Design mem_arbiter, sky130hd; sources not shown.
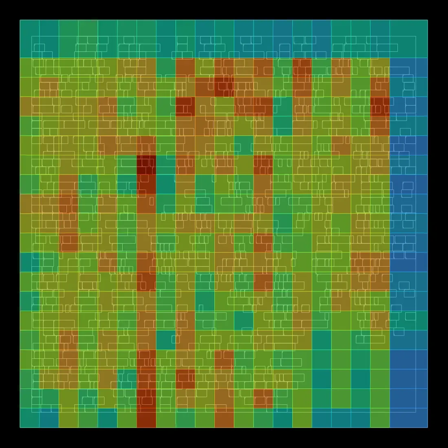
Fig. 1. Track usage over the die.
met1 usage: 0.223
wire length per cell: 17.0 um
met2 Use GR: 0.317

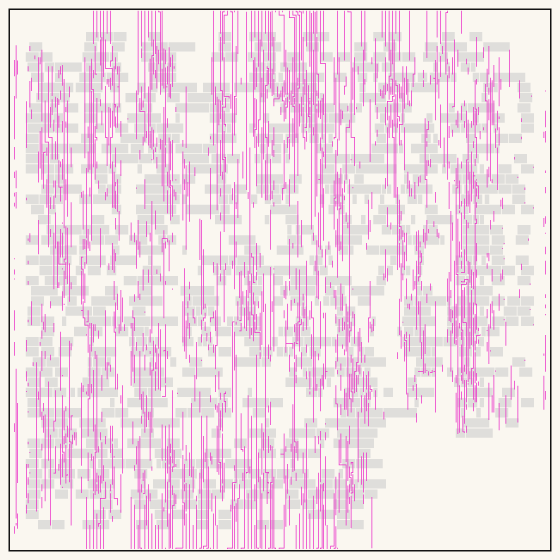
Fig. 2. The metal 2 layer.
Cells faint in the background.
share of all routed wire	48%
main direction	vertical
nets with wire on the layer	920
longest straight run	57.8 um
wire length on this layer	9600 um
Via Count: 5720
routed wire length: 20000 um

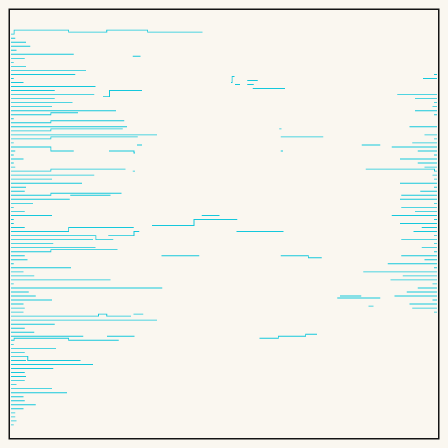
Fig. 3. Metal 3.
nets with wire on the layer	165
main direction	horizontal
wire length on this layer	2080 um
share of all routed wire	10%
met3 Use GR: 0.0906

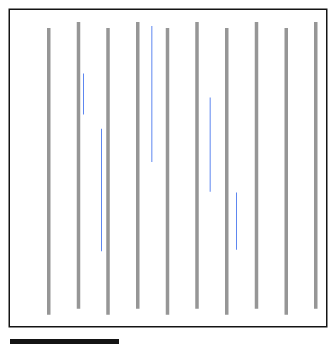
Fig. 4. The metal 4 layer.
Bar = 50 um. Supply wires on this layer in grey.
longest straight run	61.9 um
wire length on this layer	205 um

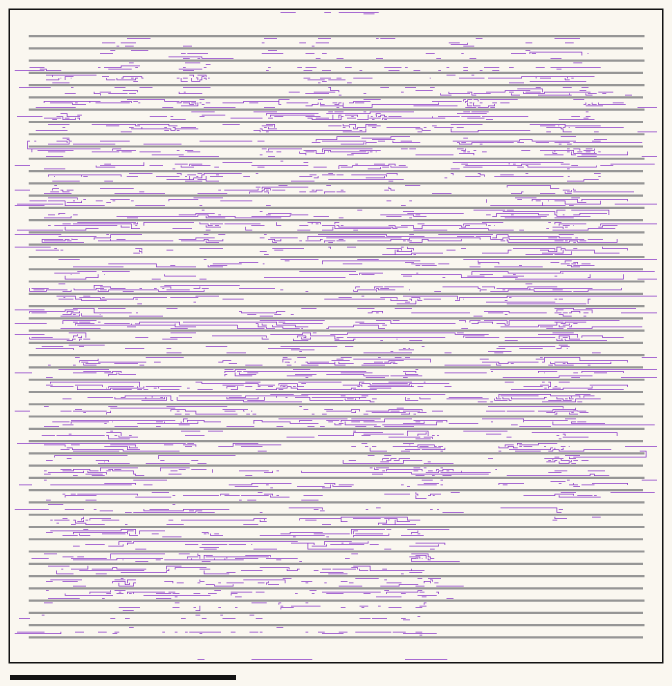
Fig. 5. Metal 1.
Bar = 50 um. Supply wires on this layer in grey.
share of all routed wire	40%
wire length on this layer	8080 um

==> results.json <==
{
  "fin_setup_tns_ns": 0,
  "clock_latency_ns": 0.42,
  "outcome": "finished, final reports clean",
  "grt_start_max_net_pins": 17,
  "startpoint_type": "primary input",
  "hold_path_depth": 2,
  "core_um2": 18100,
  "crit_arrival_ns": 2.69,
  "setup_viol": 0,
  "drive_gt1_frac": 0.0456,
  "syn_inst": 646,
  "grt_overflow": 0,
  "ys_types": 39,
  "regToRegSetupSlack_ns": 3.11,
  "grt_setup_unrepaired": "no",
  "top_cell_area_share": 0.487,
  "numPortBuffers": 265,
  "place.gp.congestion": 0.820,
  "ctsRootBufferMaster": "clkbuf_16",
  "tritoncts": "yes",
  "slew_headroom": 0.471,
  "crit_required_ns": 4.13,
  "finalMaxSlewViolations": 0,
  "yosys_warnings": 0,
  "cts_setup_buffers": 0,
  "dieArea_um2": 20900,
  "synthTopCellsByArea": "dfxtp_1, a21boi_0, nand2_1",
  "die_w_um": 144,
  "synth_seq_share": 0.487,
  "finalClockPeriodUsage": 0.756,
  "place_area_um2": 8900,
  "flop_cell": "dfxtp_1",
  "max_freq_mhz": 224,
  "grt_pass1_vias": 5888,
  "cts_hold_buf": 0,
  "grt_pass1_wl_um": 31000,
  "crit_fanout": 8,
  "ys_async_sr_fraction": 0,
  "period_minus_slack_ns": 4.46,
  "syn2layout_area_growth_pct": 60.4,
  "grt_antenna_before_repair": 0,
  "die.size.y_um": 144,
  "crit_type": "in2out",
  "ys.flops": 145
}
==> metrics by stage <==
step,std cells,worst slack [ns],utilization
after CTS,1172,1.42,0.527
after floorplan,646,2.02,-
after global placement,1140,1.44,0.490
after detailed placement,1140,1.44,0.490
after global routing,1172,1.36,0.527
final,1172,1.44,0.527
==> cells in the final DEF, fill, tap and decap left out, types with 3 or more instances in the layout <==
cell / netlist / final
o211a_1: 32 / 32
o21ai_0: 8 / 8
and2_1: 4 / 4
a22oi_1: 32 / 32
nand3_1: 70 / 70
clkdlybuf4s50_1: 0 / 265
bufinv_16: 0 / 6
mux2i_1: 34 / 34
a21oi_1: 6 / 6
nor2_1: 9 / 9
clkbuf_1: 43 / 43
ha_1: 6 / 6
nor3_1: 3 / 3
buf_2: 8 / 8
or3_1: 3 / 3
a21boi_0: 68 / 68
dfxtp_1: 145 / 145
inv_1: 7 / 8
clkbuf_16: 0 / 17
buf_1: 5 / 5
nor2b_1: 34 / 34
nand2_1: 101 / 101
o21a_1: 4 / 4
==> cells in the mapped netlist, types with 5 or more instances <==
cell	number
dfxtp_1	145
nand2_1	101
nand3_1	70
a21boi_0	68
clkbuf_1	43
mux2i_1	34
nor2b_1	34
a22oi_1	32
o211a_1	32
nor2_1	9
buf_2	8
o21ai_0	8
inv_1	7
a21oi_1	6
ha_1	6
buf_1	5
==> cell type report <==
type | instances | area (um^2)
clock inverters | 15 | 238
clock buffers | 17 | 425
well taps | 229 | 287
multi-input cells | 438 | 2810
fillers | 1654 | 8580
plain buffers | 56 | 220
flip-flops and latches | 145 | 2900
repair buffers | 265 | 2650
inverters | 7 | 26.3
==> worst max-delay path: stages <==
cell	delay, ns
buf_2	0.16
inv_1	0.05
o22ai_1	0.15
clkdlybuf4s50_1	0.56
==> power breakdown <==
group / internal, mW / leakage [nW] / total (mW) / switching, mW
logic: 0.636 / 2.18 / 1.30 / 0.665
clock network: 0.791 / 0.320 / 1.21 / 0.421
registers: 1.16 / 1.18 / 1.26 / 0.103
==> kinds of logic after synthesis <==
logic type      after synthesis  share of synthesized area
fa+ha+maj                     6                     0.0126
mux                          35                     0.0590
simple gates                235                      0.189
flops                       145                      0.487
compound gates              159                      0.207
buf+inv                      63                     0.0413
xor+xnor                      3                    0.00441
==> metal layers <==
layer / GRT usage / wire (um)
met5: 0 / 0
met4: 0.0515 / 204
met3: 0.0906 / 2080
met2: 0.317 / 9600
met1: 0.223 / 8080
Power is estimated from default activity; no workload was simulated.
